**config.mk**
```make
export PLATFORM = sky130hd
export DESIGN_NAME = alu_rr_arbiter
export DESIGN_NICKNAME = d
export VERILOG_FILES = /design/src/rtl/alu_rr_arbiter.sv
export SDC_FILE = /design/constraint.sdc
export NUM_CORES = 1
export LEC_CHECK = 0
export CAP_MARGIN = 20
export CORE_AREA = 2 2 162 164
export CTS_CLUSTER_DIAMETER = 60
export DETAILED_ROUTE_END_ITERATION = 8
export DIE_AREA = 0 0 164 166
export DONT_BUFFER_PORTS = 1
export GPL_TIMING_DRIVEN = 1
export SETUP_SLACK_MARGIN = 0.4
export SYNTH_ARGS = -nofsm -noshare
export SYNTH_HDL_FRONTEND = slang
export SYNTH_SLANG_ARGS = --single-unit
export TNS_END_PERCENT = 10
```
**constraint.sdc**
```tcl
create_clock -name clk -period 3.5 [get_ports clk]
set_clock_uncertainty 0.05 [all_clocks]
set_input_delay 0.7 -clock clk [delete_from_list [all_inputs] [get_ports clk]]
set_output_delay 0.7 -clock clk [all_outputs]
set_load 0.01 [all_outputs]
```
**src/rtl/alu_rr_arbiter.sv**
```systemverilog
// alu_rr_arbiter: round-robin front end that shares one registered ALU32
// among NUM_REQ requesters and returns each result with its owner's id.
//
// Handshakes: on every channel a word moves on a rising edge where valid and
// ready are both high. A requester holds its valid and operands until it sees
// ready. The response holds resp_* stable until resp_ready is seen in RESP.
//
// The FSM state is kept in the named register `state` so that checkers can
// reach it hierarchically. A legal op steps IDLE -> ISSUE -> CAPT -> RESP.
// An illegal op goes IDLE -> RESP and never touches the ALU.
module alu_rr_arbiter #(
  parameter int NUM_REQ = 4,
  parameter int ID_W    = 2
) (
  input  logic                    clk,
  input  logic                    rst,
  input  logic [NUM_REQ-1:0]      req_valid,
  output logic [NUM_REQ-1:0]      req_ready,
  input  logic [4*NUM_REQ-1:0]    req_op,
  input  logic [32*NUM_REQ-1:0]   req_a,
  input  logic [32*NUM_REQ-1:0]   req_b,
  output logic [31:0]             alu_in1,
  output logic [31:0]             alu_in2,
  output logic [3:0]              alu_op,
  input  logic [31:0]             alu_result,
  input  logic                    alu_zero,
  output logic                    resp_valid,
  input  logic                    resp_ready,
  output logic [ID_W-1:0]         resp_id,
  output logic [31:0]             resp_result,
  output logic                    resp_zero,
  output logic                    resp_err
);

  typedef enum logic [1:0] {IDLE, ISSUE, CAPT, RESP} state_t;

  // One extra bit so that pointer + offset cannot overflow before wrapping.
  localparam int SW = ID_W + 1;

  state_t          state;
  logic [ID_W-1:0] ptr;
  logic [ID_W-1:0] owner;
  logic [ID_W-1:0] winner;
  logic            found;
  logic [3:0]      win_op;
  logic [31:0]     win_a;
  logic [31:0]     win_b;

  // Opcodes the ALU implements: AND, OR, ADD, SUB, SLT, NOR.
  function automatic logic op_legal(input logic [3:0] op);
    case (op)
      4'b0000, 4'b0001, 4'b0010, 4'b0110, 4'b0111, 4'b1100: op_legal = 1'b1;
      default:                                              op_legal = 1'b0;
    endcase
  endfunction

  // Round-robin search: first valid requester after the last winner, wrapping.
  always_comb begin
    logic [SW-1:0] sum;
    winner = '0;
    found  = 1'b0;
    sum    = '0;
    for (int k = 1; k <= NUM_REQ; k++) begin
      sum = SW'(ptr) + SW'(k);
      if (sum >= SW'(NUM_REQ)) sum = sum - SW'(NUM_REQ);
      if (!found && req_valid[sum[ID_W-1:0]]) begin
        found  = 1'b1;
        winner = sum[ID_W-1:0];
      end
    end
  end

  // Select the winning requester's operation fields.
  always_comb begin
    win_op = '0;
    win_a  = '0;
    win_b  = '0;
    for (int i = 0; i < NUM_REQ; i++) begin
      if (winner == ID_W'(i)) begin
        win_op = req_op[4*i +: 4];
        win_a  = req_a[32*i +: 32];
        win_b  = req_b[32*i +: 32];
      end
    end
  end

  // Grant only in IDLE, and only to the winner, so req_ready is one-hot or zero.
  always_comb begin
    req_ready = '0;
    if (state == IDLE && found) req_ready[winner] = 1'b1;
  end

  // Control FSM with registered ALU drive and response registers.
  always_ff @(posedge clk or posedge rst) begin
    if (rst) begin
      state       <= IDLE;
      ptr         <= ID_W'(NUM_REQ - 1);
      owner       <= '0;
      alu_in1     <= '0;
      alu_in2     <= '0;
      alu_op      <= 4'b0000;
      resp_valid  <= 1'b0;
      resp_id     <= '0;
      resp_result <= '0;
      resp_zero   <= 1'b0;
      resp_err    <= 1'b0;
    end else begin
      case (state)
        IDLE: begin
          if (found) begin
            owner <= winner;
            ptr   <= winner;
            if (op_legal(win_op)) begin
              alu_op  <= win_op;
              alu_in1 <= win_a;
              alu_in2 <= win_b;
              state   <= ISSUE;
            end else begin
              // Reject without using the ALU; the drive registers keep their value.
              resp_id     <= winner;
              resp_result <= '0;
              resp_zero   <= 1'b0;
              resp_err    <= 1'b1;
              resp_valid  <= 1'b1;
              state       <= RESP;
            end
          end
        end
        ISSUE: begin
          // Zero is combinational on the stable inputs; the ALU registers its result on this edge.
          resp_zero <= alu_zero;
          state     <= CAPT;
        end
        CAPT: begin
          resp_result <= alu_result;
          resp_id     <= owner;
          resp_err    <= 1'b0;
          resp_valid  <= 1'b1;
          state       <= RESP;
        end
        RESP: begin
          if (resp_ready) begin
            resp_valid <= 1'b0;
            state      <= IDLE;
          end
        end
        default: state <= IDLE;
      endcase
    end
  end

endmodule

```
==> summary.txt, run 1 <==
The synthesis and place-and-route flow finished, so here is a summary.

The run finished with clean final reports. Per the finish-stage timing summary, setup violations number 0. The net count after synthesis is 1090. The later-pin clock latency in the skew report came out at 0.36 ns.

The proportion of register bits with asynchronous set or reset after synthesis came out at 1.00. Per STA, the startpoint of the critical path is ptr[0]$_DFFE_PP1P_. The first-pass GRT wire length is 34000 um. The post-placement cell area is 7600 um^2.

Looking at the critical path, the single cell with the biggest stage delay is sky130_fd_sc_hd__dfstp_2. Summed over all failing endpoints, the final setup total negative slack is 0 ns. The number of nets with antenna violations after routing came out at 0. The final weighted congestion recorded by global placement is 0.856. The internal power component came out at 4.74 mW. The most congested layer reported by global routing is met2. Row generation in the floorplan step produced 59 rows. The tree is rooted in a sky130_fd_sc_hd__clkbuf_16. The required time reported for the critical path endpoint is 3.69 ns. The per-cell via count in the routed design is 5.42.

The overall die size recorded for this design is 27200 um^2. The classification of the worst-slack hold path is input port to asynchronous set/reset pin. The flow measured a signed area growth from synthesis to layout of 17.1%. The fraction of the mapped netlist area in adder cells came out at 0.00876. The power share of the combinational group came out at 0.542. The slew at the pin closest to its max-slew limit is 0.790 ns. The combinational gate area came out at 4240 um^2.

The floorplan core density is 0.279. Pin placement for this block handled 421 I/O pins. For reference, the top cells by area after synthesis are sky130_fd_sc_hd__dfrtp_1 38%, sky130_fd_sc_hd__nand2_1 7.3%, sky130_fd_sc_hd__mux2_1 7.1%. The worst path arrival time came out at 3.32 ns. The floorplan die height came out at 166 um. The average cell area after synthesis is 9.24 um^2.

The finished cells cover 8360 um^2. According to the floorplan report, the placeable core area is 25600 um^2. The switching power of the nets came out at 3.81 mW. Leaving out fill and tap cells, the most frequent cells in the layout are 139 x sky130_fd_sc_hd__nand2_1, 109 x sky130_fd_sc_hd__dfrtp_1, 68 x sky130_fd_sc_hd__a31oi_1.

The netlist area before placement is 7150 um^2. Power comes to 8.55 mW. The number of remaining DRC errors came out at 0. The length of the first detailed-routing pass in iterations is 5. On the worst setup and hold paths after CTS, the clock-pin slew comes to 0.08 ns. The number of buffers added by the clock tree synthesis step came out at 9. The depth of the CTS H-tree came out at 3. The xor and xnor fraction of the mapped netlist area came out at 0. Per the synthesis report, the simple-gate share of the synthesized area is 0.175. The total count of hold-check failures in the final report came out at 0. The proportion of total power due to net switching is 0.446. The post-route utilization of the core is recorded as 0.327. The part of the total power dissipated in sequential elements is 0.341. The leakage power of the design is 3.38 nW. The synthesis-stage register bit count is 111. Summing all multiplexer cells gives an area fraction of 0.173. Setup repair after global routing could not meet its margin everywhere.

TritonCTS built the clock tree. The global-route met2 utilization came out at 0.287. The met2 routed wirelength is 12100 um. The count of instantiated cells in the yosys netlist is 773. The count of library flops with an enable pin is 0. The largest total area in the synthesized netlist belongs to sky130_fd_sc_hd__dfrtp_1. The power density normalized to cell area is 1020 nW/um^2.

Logged for this run, the post-placement worst setup slack is 0.0910 ns. The placement report lists the number of port buffers as 0. The Yosys chip area came out at 7150 um^2.

The DRC violation total after the first TritonRoute iteration came out at 402. The critical path's largest stage delay came out at 0.58 ns. After layout, the worst setup slack is 0.364 ns.

Routed signal wires occupy layers up through met5. Counting instances in the post-synthesis netlist gives the leading cell types as 139 x sky130_fd_sc_hd__nand2_1, 109 x sky130_fd_sc_hd__dfrtp_1, 68 x sky130_fd_sc_hd__a31oi_1, 65 x sky130_fd_sc_hd__a211oi_1, 57 x sky130_fd_sc_hd__and2_1. The routed length on met3 came out at 2760 um. The setup path with the least slack is of type flop to flop.

The number of global-route vias before repair came out at 5632. The number of max-capacitance violations reported came out at 0. The number of different library cells in the post-synthesis netlist is 50. The global routing met1 resource utilization is 0.177. The area taken by flip-flops and latches came out at 2780 um^2. The time the final worst path needs with I/O delays and setup came out at 3.14 ns. The fraction of layout instances using a drive strength above 1 is 0.171.

The cell count after placement is 1077. The number of buffers inserted by hold repair at cts is 0. The post-cts gate resize count is 2. The part of the total power dissipated in the clock network came out at 0.117. The peak supply drop came out at 442 uV. The number of antenna violations at the first check in global routing came to 3. The cell with the most instances after synthesis is sky130_fd_sc_hd__nand2_1. The number of sinks handled by clock tree synthesis is 111. According to the finish report, the design has a final net count of 1088. The routed metal-1 wire length came out at 9130 um. Among all flip-flop cells after synthesis, the most frequent one is sky130_fd_sc_hd__dfrtp_1.

By area, the combinational part of the netlist is dominated by AND-OR/OR-AND gates. The stage logs contain a warning count of 33. In the placement report, post-DP HPWL is listed as 18600 um. Entering global routing, the biggest net connects 88 pins. The area share of the largest cell type after synthesis came out at 0.382.

The fraction of the mapped netlist area in compound gates came out at 0.203. The number of buffers added for setup after CTS is 4. Post-route period utilization is reported as 0.896. Per the slew report, the remaining headroom to the max-slew limit stands at 0.473.

The share of the Yosys chip area taken by registers is 0.389. The number of max-slew violations in the final report is 0. In the synthesized netlist, the number of instances is 773.

The final cell count without fillers came out at 1112.
## run 1: worst max-delay path, delay by kind of cell, from the launching register on
kind	cells	cell delay, ns
simple gates	3	0.61
mux	2	0.60
flops	1	0.58
compound gates	3	0.55
buf+inv	4	0.62
## run 1: path summary, 6_finish.rpt
check / endpoint / slack (ns) / cells past startpoint
hold reg to reg: owner[1]$_DFFE_PP0P_ / 0.44 / 2
setup / recovery: alu_in1[24]$_DFFE_PP0P_ / 0.36 / 12
hold / removal: resp_result[5]$_DFFE_PP0P_ / 0.35 / 2
max in group asynchronous: alu_in2[7]$_DFFE_PP0P_ / 2.44 / 2
min in group clk: resp_result[0]$_DFFE_PP0P_ / 0.43 / 1
setup reg to reg: alu_in1[24]$_DFFE_PP0P_ / 0.36 / 12
## run 1: cell families (layout without fill, tap and decap cells)
| family | count (synthesis) | after routing |
|---|---|---|
| AOI/OAI and AO/OA | 193 | 193 |
| and+or+nand+nor | 273 | 273 |
| other | 0 | 1 |
| DFF | 111 | 111 |
| buffers and inverters | 78 | 81 |
| muxes | 113 | 113 |
| adders and majority gates | 5 | 5 |
## run 1: power by group through the flow
stage                     combinational [mW]  sequential [mW]  clock (mW)
after floorplan                         3.25             2.63           0
after global placement                  3.95             2.95           0
after detailed placement                4.07             2.94           0
after CTS                               4.09             2.93        1.06
after global routing                    5.09             3.01        1.11
final                                   4.64             2.92       0.997
## run 1: registers in the layout, summed over array words and instances (netlist names)
name and cells:
alu_in1 32, owner 2, resp_result 32, state 2, alu_in2 32, resp_err 1, resp_valid 1, ptr 2
resp_id 2, resp_zero 1, alu_op 4
## run 1: cell type report
type,count,area share
timing repair buffer,54,0.0714
sequential,111,0.332
clock buffer,10,0.0274
antenna,1,0.000299
clock inverter,6,0.00598
tap,335,0.0501
multi-input combinational,584,0.507
inverter,11,0.00539
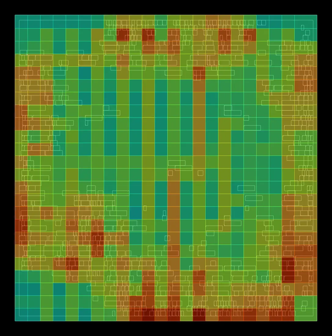
Figure 1: run 1, routing congestion map.
total track usage: 0.164
grt met3 use: 0.0769

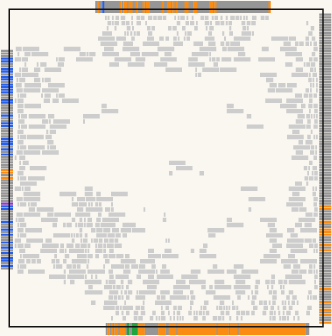
Figure 2: run 1, pin map.
Pins as bars across the die edge, other pins in grey.
`resp_err` -> purple  # pins 1, direction output, edge west
`req_b` -> orange  # pins 128, direction input, edge 89 south, 23 north, 13 east, 3 west
`alu_result` -> blue  # pins 32, direction input, edge 31 west, 1 north
`req_valid` -> green  # pins 4, direction input, edge south
all pins by edge = 120 east, 116 south, 100 north, 85 west

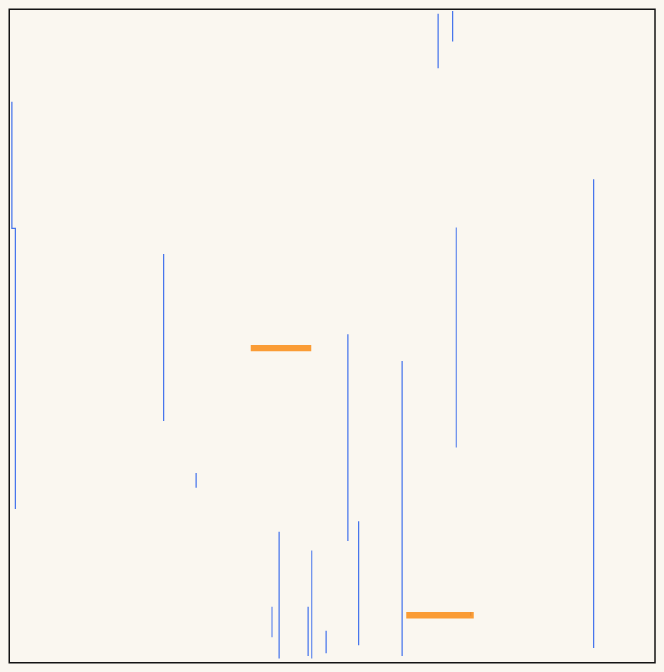
Figure 3: run 1, wiring by layer.
Two of the layers only.
met4 -> blue  # wire length 589 um
met5 -> orange  # wire length 29.4 um
average wire per cell in the routed design: 22.1 um
total wire length: 24600 um
number of vias in the routed layout: 6025

Figure 4. Sequential cells coloured by netlist name (run 1).
Other sequential cells in the stronger grey, the rest of the logic in the fainter grey.
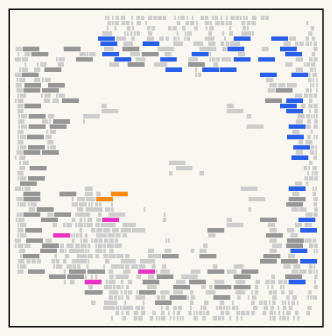

## Run 2: what changed since run 1
--- a/config.mk
+++ b/config.mk
@@ -5,11 +5,12 @@
 export SDC_FILE = /design/constraint.sdc
 export NUM_CORES = 1
 export LEC_CHECK = 0
+export ABC_AREA = 1
 export CAP_MARGIN = 20
-export CORE_AREA = 2 2 162 164
+export CORE_AREA = 2 2 163 165
 export CTS_CLUSTER_DIAMETER = 60
 export DETAILED_ROUTE_END_ITERATION = 8
-export DIE_AREA = 0 0 164 166
+export DIE_AREA = 0 0 165 167
 export DONT_BUFFER_PORTS = 1
 export GPL_TIMING_DRIVEN = 1
 export SETUP_SLACK_MARGIN = 0.4
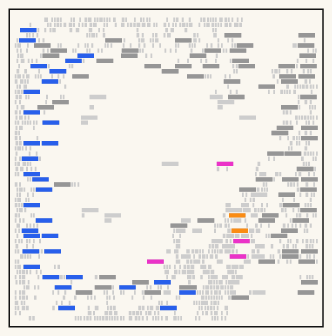
Figure 5: run 2, sequential cells coloured by netlist name.
Other sequential cells in the stronger grey, the rest of the logic in the fainter grey.
`alu_op` -> magenta  # sequential cells 4
`alu_in1` -> blue  # sequential cells 32
`state` -> orange  # sequential cells 2

==> run 2 against run 1 <==
  * Non-clock buffer count shrank 29
  * First-iteration DRC count grew 17%
  * Via count is 13% higher
  * Synthesized cell count is 33% higher
  * Worst setup slack gained 0.17 ns
  * Register-to-register slack improved by 0.21 ns
  * Utilization is 3.4 points lower
  * Total power is 27% higher
  * Largest cell class unchanged
  * Clock power hardly changed
  * Sequential share of layout area grew 3.6 points
  * Fmax rose by 5.6%
  * Final cell count rose by 20%
==> summary.txt, run 2 <==
The synthesis and place-and-route flow finished, so here is a summary.

The worst register-to-register path ends at alu_in1[13]$_DFFE_PP0P_. The register area share after synthesis is 0.412 (+0.0226). The number of max-capacitance violations reported is 0 (unchanged). The count of vias placed by the detailed router is 6805 (+13%). The critical path's largest stage delay was 0.56 ns (-0.02 ns).

The Yosys chip area came out at 6750 um^2 (-5.5%). The HPWL after detailed placement is 18800 um (+1.0%). The die area is 27600 um^2 (+1.2%). The length of the first detailed-routing pass in iterations is 5 (unchanged). The total routing resource utilization after global routing came to 0.168 (+0.00387).

The number of buffers added by the clock tree synthesis step came out at 9 (unchanged). Grouping stages by cell kind, the critical path spends the most delay in simple AND/OR/NAND/NOR gates. The fraction of layout instances using a drive strength above 1 is 0.0857 (-0.0857).

The number of warnings in the stage logs came out at 31 (-6.1%). The peak supply drop is 1030 uV (+130%). The length in cells of the worst reg-to-reg path came out at 15 (+3). The average routed wire per standard cell came out at 18.4 um (-17%). For reference, the top cells by count after synthesis are 559 x sky130_fd_sc_hd__nand2_1, 118 x sky130_fd_sc_hd__nand3_1, 109 x sky130_fd_sc_hd__dfrtp_1, 69 x sky130_fd_sc_hd__nand4_1, 51 x sky130_fd_sc_hd__inv_1.

The cell with the most instances after synthesis is sky130_fd_sc_hd__nand2_1. The fraction of the mapped netlist area in adder cells came out at 0.00926 (+0.000508). According to the hold report, the worst path is of the input port to asynchronous set/reset pin type. The internal power component came to 4.58 mW (-3.3%).

The net total in the final layout came out at 1316 (+21%). The combined buffer and inverter count along the critical path is 2 (-2). The synthesis-stage register bit count was 111 (unchanged).

The part of the total power dissipated in the clock network came out at 0.095 (-0.022). The time the final worst path needs with I/O delays and setup is 2.97 ns (-0.168 ns). The worst path arrival time came out at 2.22 ns (-1.10 ns). The area share of the largest cell type after synthesis came to 0.404 (+0.0221). The first-pass GRT wire length is 35700 um (+5.1%). The buffer type at the clock tree root is sky130_fd_sc_hd__clkbuf_16. The number of diodes came to 0 (-1). The number of port buffers is 0 (unchanged). For this run, the leading register cell type out of synthesis is sky130_fd_sc_hd__dfrtp_1. The pin count of the biggest net entering global routing came out at 65 (-26%).

The clock transition at the registers of the reported paths came to 0.08 ns (about the same). The number of placement rows is 59 (unchanged). The highest clock rate came out at 0.337 GHz. The number of setup violations in the final report was 0 (unchanged). The largest total area in the synthesized netlist belongs to sky130_fd_sc_hd__dfrtp_1. The final total negative setup slack is 0 ns (unchanged).

The switching power of the nets is 6.28 mW (+65%). The required time reported for the critical path endpoint came to 2.75 ns (-0.94 ns). The area fraction in and, or, nand and nor cells after synthesis came out at 0.492 (+0.317). The worst setup path is of the flop to primary output kind. The count of library flops with an enable pin came out at 0 (unchanged). The synthesized instance count came to 1028 (+33%).

TritonCTS built the clock tree. Yosys attributes the largest share of cell area to sky130_fd_sc_hd__dfrtp_1 40%, sky130_fd_sc_hd__nand2_1 31%, sky130_fd_sc_hd__nand3_1 8.7%. The power share of the combinational group came out at 0.676 (+0.134).

Setup repair after global routing left no endpoint under its margin. The mux share of post-synthesis cell area came out at 0 (-0.173). The net count after synthesis came out at 1345 (+23%). The later-pin clock latency in the skew report is 0.36 ns (about the same). The number of sinks handled by clock tree synthesis came to 111 (unchanged). The setup slack of the worst register-to-register path came out at 0.57 ns (+0.21 ns). The number of nets with antenna violations after routing is 0 (unchanged). The final weighted congestion in routability-driven placement is 0.857 (about the same). The combinational gate area came out at 3560 um^2 (-16%). The count of instantiated cells in the yosys netlist was 1028 (+33%). The power density normalized to cell area is 1440 nW/um^2 (+41%). The instance area after placement is 7080 um^2 (-6.9%). The DRC violation total after the first TritonRoute iteration came out at 469 (+17%). The proportion of total power due to net switching is 0.578 (+0.132). The xor and xnor fraction of the mapped netlist area is 0 (unchanged). In the final layout, the registers with the most flip-flops are alu_in1: 32 flops, alu_in2: 32 flops, resp_result: 32 flops. The per-cell via count in the routed design came out at 5.08 (-6.2%). The clock network power consumption came out at 1.03 mW (about the same).

The final worst-path cycle share came out at 0.848 (-0.0479). The depth of the CTS H-tree came out at 3 (unchanged). The synthesis run identifies the leading combinational cell family as simple AND/OR/NAND/NOR gates. The number of different library cells in the post-synthesis netlist came to 26 (-48%).

The total count of hold-check failures in the final report is 0 (unchanged). The part of the total power dissipated in sequential elements came out at 0.229 (-0.112). The power consumed by sequential cells is 2.49 mW (-15%).

The headroom to the max-slew limit came out at 0.418 (-0.0548). The routed wire length came out at 24600 um (about the same). The post-route cell area is 7540 um^2 (-9.9%). Per the cell usage report, the commonest logic cells after layout are 550 x sky130_fd_sc_hd__nand2_1, 117 x sky130_fd_sc_hd__nand3_1, 109 x sky130_fd_sc_hd__dfrtp_1. The average cell area after synthesis came out at 6.57 um^2 (-29%). The I/O pin total is 421 (unchanged). The fraction of the mapped netlist area in compound gates came to 0.0107 (-0.193). The core area came to 25800 um^2 (+0.58%). The synthesis-to-layout area growth came out at 11.6%. The number of global-route vias before repair came out at 6140 (+9.0%). The number of antenna violations at the first check in global routing was 0 (-3). The floorplan die height is 167 um (+0.60%). The number of max-slew violations in the final report was 0 (unchanged). The power consumed by combinational cells came out at 7.35 mW (+58%). The floorplan core density came out at 0.262 (-0.0168).

The slew at the pin closest to its max-slew limit is 0.871 ns (+0.0804 ns). The run finished with clean final reports.
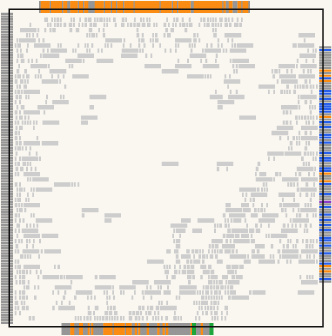
Figure 6: run 2, pin map.
Pins as bars across the die edge, other pins in grey.
`req_b` -> orange  # pins 128, direction input, edge 92 north, 28 south, 8 east
`alu_result` -> blue  # pins 32, direction input, edge east
`req_valid` -> green  # pins 4, direction input, edge south
`resp_err` -> purple  # pins 1, direction output, edge east

[run 2: layer usage]
metal,vias to the layer above,part of all wire,GRT usage,wire length [um]
li1,3212,-,-,-
met1,3122,0.39,0.206,9570
met2,419,0.48,0.279,11800
met3,52,0.10,0.0493,2460
met4,0,0.031,0.0612,761
met5,-,0,0,0
[run 2: worst max-delay path by stage]
stage	startpoint	to	cells past startpoint
after floorplan	req_valid[1]	req_ready[2]	11
after global placement	req_valid[1]	req_ready[2]	10
after detailed placement	ptr[0]$_DFFE_PP1P_	resp_result[9]$_DFFE_PP0P_	18
after CTS	ptr[0]$_DFFE_PP1P_	req_ready[0]	9
after global routing	ptr[0]$_DFFE_PP1P_	req_ready[3]	11
final	ptr[0]$_DFFE_PP1P_	req_ready[0]	9
[run 2: what timing repair did]
action / CTS / global route
endpoints found under the setup margin: 4 / 109
setup buffers: 0 / 6
gates resized: 5 / 32
pin swaps: 0 / 7
[run 2: cells by family after synthesis]
kind of cell / after synthesis
simple gates: 776
buf+inv: 122
flops: 111
compound gates: 14
fa+ha+maj: 5
[run 2: area by class of cell]
type	count	area share
tap	335	0.0556
clock inverter	6	0.00697
timing repair buffer	25	0.0362
multi-input combinational	795	0.473
inverter	57	0.0295
sequential	111	0.369
clock buffer	10	0.0304
[run 2: per-stage QoR]
step,total power [mW],util,cells,hold WS (ns),setup WS [ns]
floorplan,7.60,-,1028,0.399,0.530
global placement,9.41,0.275,1317,0.413,0.519
detailed placement,9.54,0.275,1317,0.428,0.482
CTS,10.7,0.286,1333,0.344,0.314
global route,12.0,0.293,1339,0.361,0.376
finish,10.9,0.293,1339,0.315,0.532
Figure 7. Wiring by layer (run 2).
Two of the layers only.
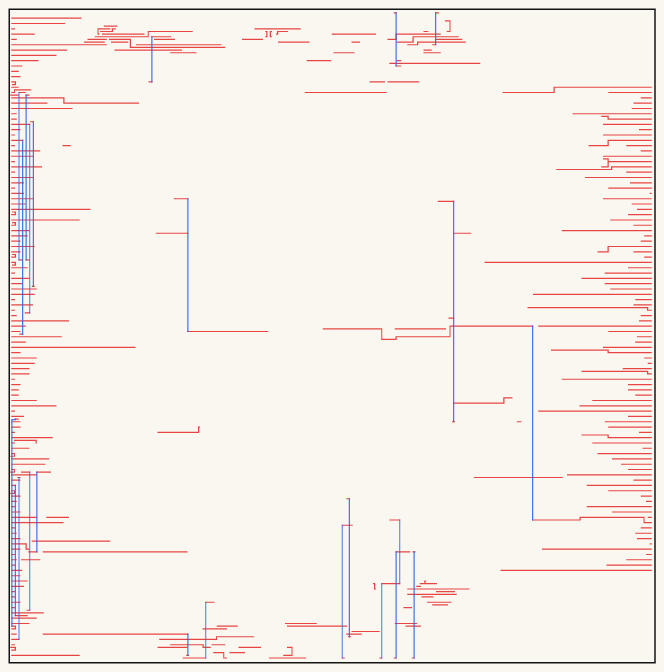

## Run 3: what changed since run 2
==> constraint.sdc (replaced) <==
create_clock -name clk -period 2.65 [get_ports clk]
set_clock_uncertainty 0.05 [all_clocks]
set_input_delay 0.53 -clock clk [delete_from_list [all_inputs] [get_ports clk]]
set_output_delay 0.53 -clock clk [all_outputs]
set_load 0.01 [all_outputs]
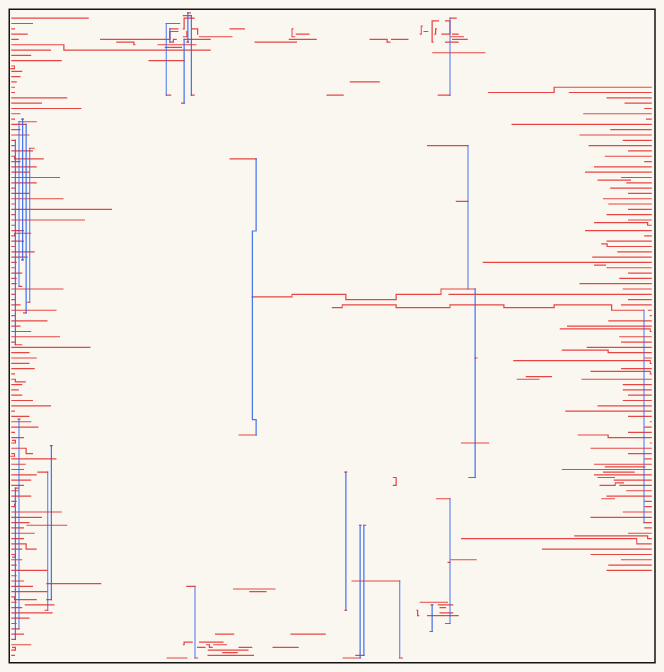
Figure 8: run 3, wiring by layer.
Two of the layers only.
met4 -> blue  # wire length 863 um
met3 -> red  # wire length 2370 um

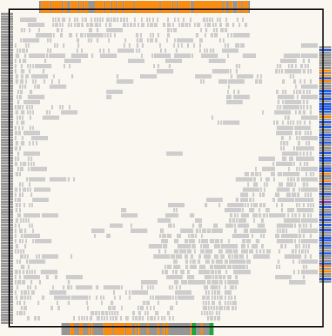
Figure 9: run 3, pin map.
Pins as bars across the die edge, other pins in grey.
`alu_result` -> blue  # pins 32, direction input, edge east
`resp_err` -> purple  # pins 1, direction output, edge east
`req_valid` -> green  # pins 4, direction input, edge south
`req_b` -> orange  # pins 128, direction input, edge 92 north, 28 south, 8 east
all pins by edge = 121 west, 121 north, 92 east, 87 south

==> run 3 against run 2 <==
  * The run now ends with negative setup slack left
  * Critical endpoint is now resp_id[0]$_DFFE_PP0P_
  * Total power rose by 52%
  * Worst hold slack got worse by 0.23 ns
  * Highest routed layer unchanged
  * First-iteration DRC count grew 29%
  * Critical path type is now flop to flop
  * Largest power group unchanged
  * Via count grew 4.4%
  * Global-route usage up 0.87 points
  * Final cell count rose by 3.8%
  * Worst setup slack got worse by 0.84 ns
==> summary.txt, run 3 <==
The synthesis and place-and-route flow finished, so here is a summary.

Per the area breakdown, the dominant cell category is logic gates. The count of vias placed by the detailed router is 7104 (+4.4%). The final total negative setup slack was -23.19 ns (-23.19 ns).

The fraction of area in clock buffers and inverters came out at 0.0340 (-0.00329). The power share of the combinational group is 0.719 (+0.043). The floorplan core density is 0.262 (unchanged).

The average cell area after synthesis was 6.57 um^2 (unchanged). The clock network power consumption came out at 1.34 mW (+30%). The number of buffers between clock root and the deepest sink came out at 2.

Setup repair after global routing could not meet its margin everywhere. The synthesis-to-layout area growth came out at 20.8%. The number of diodes came to 0 (unchanged). The dominant logic cell type in the layout is sky130_fd_sc_hd__nand2_1.

The time the final worst path needs with I/O delays and setup came out at 2.96 ns. The net count after synthesis was 1345 (unchanged). The number of nets with antenna violations after routing came out at 0 (unchanged). By instance count after routing, the leading logic cell types are 547 x sky130_fd_sc_hd__nand2_1, 113 x sky130_fd_sc_hd__nand3_1, 109 x sky130_fd_sc_hd__dfrtp_1. The maximum net fanout on the critical path came out at 9. The count of library flops with an enable pin came out at 0 (unchanged).

The post-route cell area came out at 8160 um^2 (+8.2%). The relative area of non-clock buffer cells in the final design came to 0.0997 (+0.0635). Measured along the x axis, the die boundary spans 165 um. The largest registers in the layout are alu_in1: 32 flops, alu_in2: 32 flops, resp_result: 32 flops. The cell type with the largest total area after synthesis is sky130_fd_sc_hd__dfrtp_1. The number of global-route vias before repair is 6755 (+10%).

Of the combinational cells, the family taking the most area is simple AND/OR/NAND/NOR gates. The proportion of register bits with asynchronous set or reset after synthesis came out at 1.00. The worst setup slack after layout came out at -0.312 ns (-0.844 ns).

The area fraction in and, or, nand and nor cells after synthesis came to 0.492 (unchanged). The peak supply drop came out at 1140 uV (+11%). The DRC violation total after the first TritonRoute iteration is 607 (+29%). The worst path arrival time came out at 3.16 ns (+0.94 ns). The most numerous cell type found on the critical path is sky130_fd_sc_hd__buf_4. The number of sinks handled by clock tree synthesis came out at 111 (unchanged). After synthesis, the most frequently instantiated cells are 559 x sky130_fd_sc_hd__nand2_1, 118 x sky130_fd_sc_hd__nand3_1, 109 x sky130_fd_sc_hd__dfrtp_1, 69 x sky130_fd_sc_hd__nand4_1, 51 x sky130_fd_sc_hd__inv_1. The final worst-path cycle share came out at 1.12. The fraction of met3 tracks used by global routing is 0.0433 (-0.00598). By instance count, the leading cell after synthesis is sky130_fd_sc_hd__nand2_1. The area taken by sequential standard cells is reported as 2780 um^2. The die area came out at 27600 um^2 (unchanged). The fraction of layout instances using a drive strength above 1 came out at 0.140 (+0.0546). The clock buffer count in the final layout came out at 12 (+2). The number of remaining DRC errors is 0. The area share of the largest cell type after synthesis was 0.404 (unchanged). The routed wire length came out at 25900 um (+5.2%). The internal power component came out at 7.64 mW (+67%). The netlist area before placement is 6750 um^2. The part of the total power dissipated in sequential elements is 0.200 (-0.029). The later-pin clock latency in the skew report came out at 0.36 ns (about the same). The tree is rooted in a sky130_fd_sc_hd__clkbuf_16. The synthesis-stage register bit count is 111 (unchanged). The post-layout utilization of the core is 0.317 (+0.0240). The kind of cell with the highest combined delay along the critical path is simple AND/OR/NAND/NOR gates. The power consumed by sequential cells was 3.30 mW (+33%). The core area came to 25800 um^2 (unchanged). On the critical path, the stage with the largest delay is an instance of sky130_fd_sc_hd__dfstp_2. The power consumed by combinational cells is 11.9 mW (+62%).

The fraction of the mapped netlist area in adder cells is 0.00926 (unchanged). The switching power of the nets came to 8.87 mW (+41%). The number of max-capacitance violations reported is 0 (unchanged). The final reports fail on negative setup slack.

For this design the static power due to leakage is 4.28 nW. The count of instantiated cells in the yosys netlist is 1028 (unchanged). The worst slack at placement came out at -0.216 ns (-0.698 ns).

The combined buffer and inverter count along the critical path came to 6 (+4). The power density normalized to cell area came out at 2020 nW/um^2 (+40%). The number of warnings in the stage logs is 33 (+6.5%). The depth of the CTS H-tree came to 3 (unchanged). The global-route met2 utilization came to 0.303 (+0.0234). The proportion of total power due to net switching is 0.537 (-0.0409). The headroom to the max-slew limit came out at 0.603 (+0.185).

The slew at the pin closest to its max-slew limit is 0.595 ns (-0.275 ns). The number of well taps is 335 (unchanged). The TritonCTS clock tree is yes. The register area share after synthesis came to 0.412 (unchanged). The floorplan die height is 167 um (unchanged). The worst setup path is launched from a flop. The fraction of the mapped netlist area in compound gates came out at 0.0107 (unchanged). The group drawing the most power is combinational cells. The number of signal-net inverters in the final layout came out at 57 (unchanged).

The net total in the final layout is 1367 (+3.9%). The type of the setup path with the least slack is flop to flop. The first-pass GRT wire length came out at 37700 um (+5.7%).

According to the hold report, the worst path is of the input port to asynchronous set/reset pin type. The run finished, with violations left. The synthesis report lists the most area-consuming cells as sky130_fd_sc_hd__dfrtp_1 40%, sky130_fd_sc_hd__nand2_1 31%, sky130_fd_sc_hd__nand3_1 8.7%. The register share of the cell area is 0.341 (-0.0280). The xor and xnor fraction of the mapped netlist area was 0 (unchanged).

Global routing put the most usage on met2. The pin count of the biggest net entering global routing was 66 (+1.5%). The number of antenna violations at the first check in global routing is 0 (unchanged). The total routing resource utilization after global routing came out at 0.177 (+0.00866). The highest clock rate came out at 0.338 GHz. The synthesized instance count came out at 1028 (unchanged). The critical path's largest stage delay is 0.60 ns (+0.04 ns). The instance area after placement came out at 7390 um^2 (+4.5%). The number of port buffers was 0 (unchanged). The per-cell via count in the routed design is 5.11 (+0.56%).

Warnings reported by Yosys during synthesis add up to 0. The global routing met1 resource utilization came to 0.210 (+0.00476). The average routed wire per standard cell is 18.6 um (+1.4%). The clock transition at the registers of the reported paths is 0.08 ns (about the same). The I/O pin total came out at 421 (unchanged). The combinational gate area is 3640 um^2 (+2.2%). The part of the total power dissipated in the clock network came to 0.081 (-0.014). The cell count after placement came to 1349 (+2.4%). Listed in order, past its start point the critical path passes inv_4 -> nand2_1 -> nand2_2 -> nand2_4 -> nand2_4 -> nor2_4 -> nand3_4 -> clkinv_2 -> nor2_4 -> buf_4 -> nand3_1 -> nand3_2 -> nor2_4 -> nand3_1 -> nand2_2 -> nand3_4 -> buf_4 -> buf_4 -> buf_4 -> nand3_1 -> nand2_1. The mux share of post-synthesis cell area is 0 (unchanged). The required time reported for the critical path endpoint is 2.85 ns (+0.10 ns). Looking at the cell usage after synthesis, the top flip-flop cell is sky130_fd_sc_hd__dfrtp_1. The total count of hold-check failures in the final report came out at 0 (unchanged).

The Yosys chip area came out at 6750 um^2 (unchanged). The number of placement rows is 59 (unchanged). The fraction of area in multi-input gates came to 0.446 (-0.0262). The number of sequential cells came to 111 (unchanged).

The final weighted congestion in routability-driven placement came out at 0.837 (-2.3%). The number of setup violations in the final report is 109 (+109). The HPWL after detailed placement is 19400 um (+3.4%).

The final cell count without fillers came out at 1390 (+3.8%). The number of max-slew violations in the final report is 0 (unchanged). The number of different library cells in the post-synthesis netlist came out at 26 (unchanged). The number of combinational gates with multiple inputs came to 795 (unchanged). The number of buffers added by the clock tree synthesis step was 9 (unchanged).

The length of the first detailed-routing pass in iterations is 5 (unchanged). The worst setup path is captured at a flop. The count of plain and timing-repair buffers is 76 (+200%).
run 3: cell types whose count changed in the layout (fill, tap and decap cells not counted), sizes merged:
cell / delta
clkinv: +2
clkinvlp: -1
clkbuf: +3
buf: +50
inv: -3
run 3: final timing paths:
path	start	end	slack (ns)	depth (start not counted)
worst max-delay path	ptr[0]$_DFFE_PP1P_	resp_id[0]$_DFFE_PP0P_	-0.31	21
worst min-delay path	rst	alu_in2[15]$_DFFE_PP0P_	0.08	2
worst max register to register	ptr[0]$_DFFE_PP1P_	resp_id[0]$_DFFE_PP0P_	-0.31	21
worst min register to register	owner[1]$_DFFE_PP0P_	owner[1]$_DFFE_PP0P_	0.43	2
max in group asynchronous	rst	alu_in1[17]$_DFFE_PP0P_	1.93	2
min in group clk	req_a[21]	alu_in1[21]$_DFFE_PP0P_	0.34	4
run 3: repair_timing:
action / CTS / global route
resized: 33 / 25
pin swaps: 10 / 8
hold buffers: 0 / 0
buffers inserted: 12 / 8
cloned: 3 / 2
setup endpoints to repair: 110 / 111
run 3: logic make-up after synthesis:
kind of cell,Yosys count
AND-OR/OR-AND,14
adder cells (fa/ha/maj),5
buffers and inverters,122
flip-flops,111
AND/OR/NAND/NOR,776
run 3: routing by layer:
| metal | vias up | part of all wire |
|---|---|---|
| met3 | 57 | 0.092 |
| met2 | 397 | 0.49 |
| met4 | 0 | 0.033 |
| met5 | - | 0 |
| met1 | 3334 | 0.39 |
| li1 | 3316 | - |
run 3: through the flow:
stage	hold WS (ns)	total power, mW
floorplan	0.399	10.0
global placement	0.413	13.3
detailed placement	0.416	13.5
CTS	0.0969	16.0
global route	0.114	18.0
finish	0.0836	16.5

==> layout pictures side by side <==
Met3 routing.
picture 1
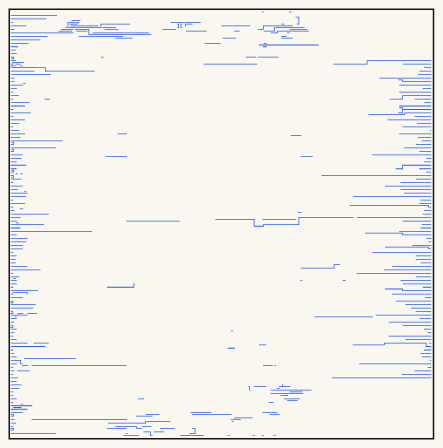
picture 2
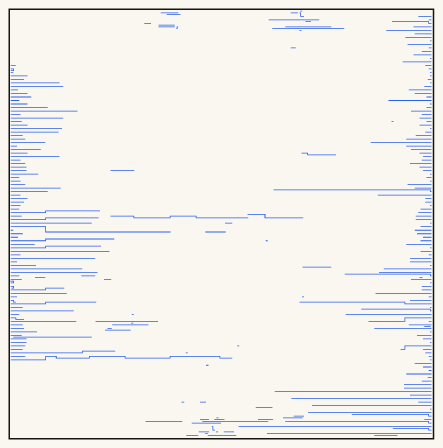
run 2 -> picture 1
run 1 -> picture 2

Power is estimated from default activity; no workload was simulated.
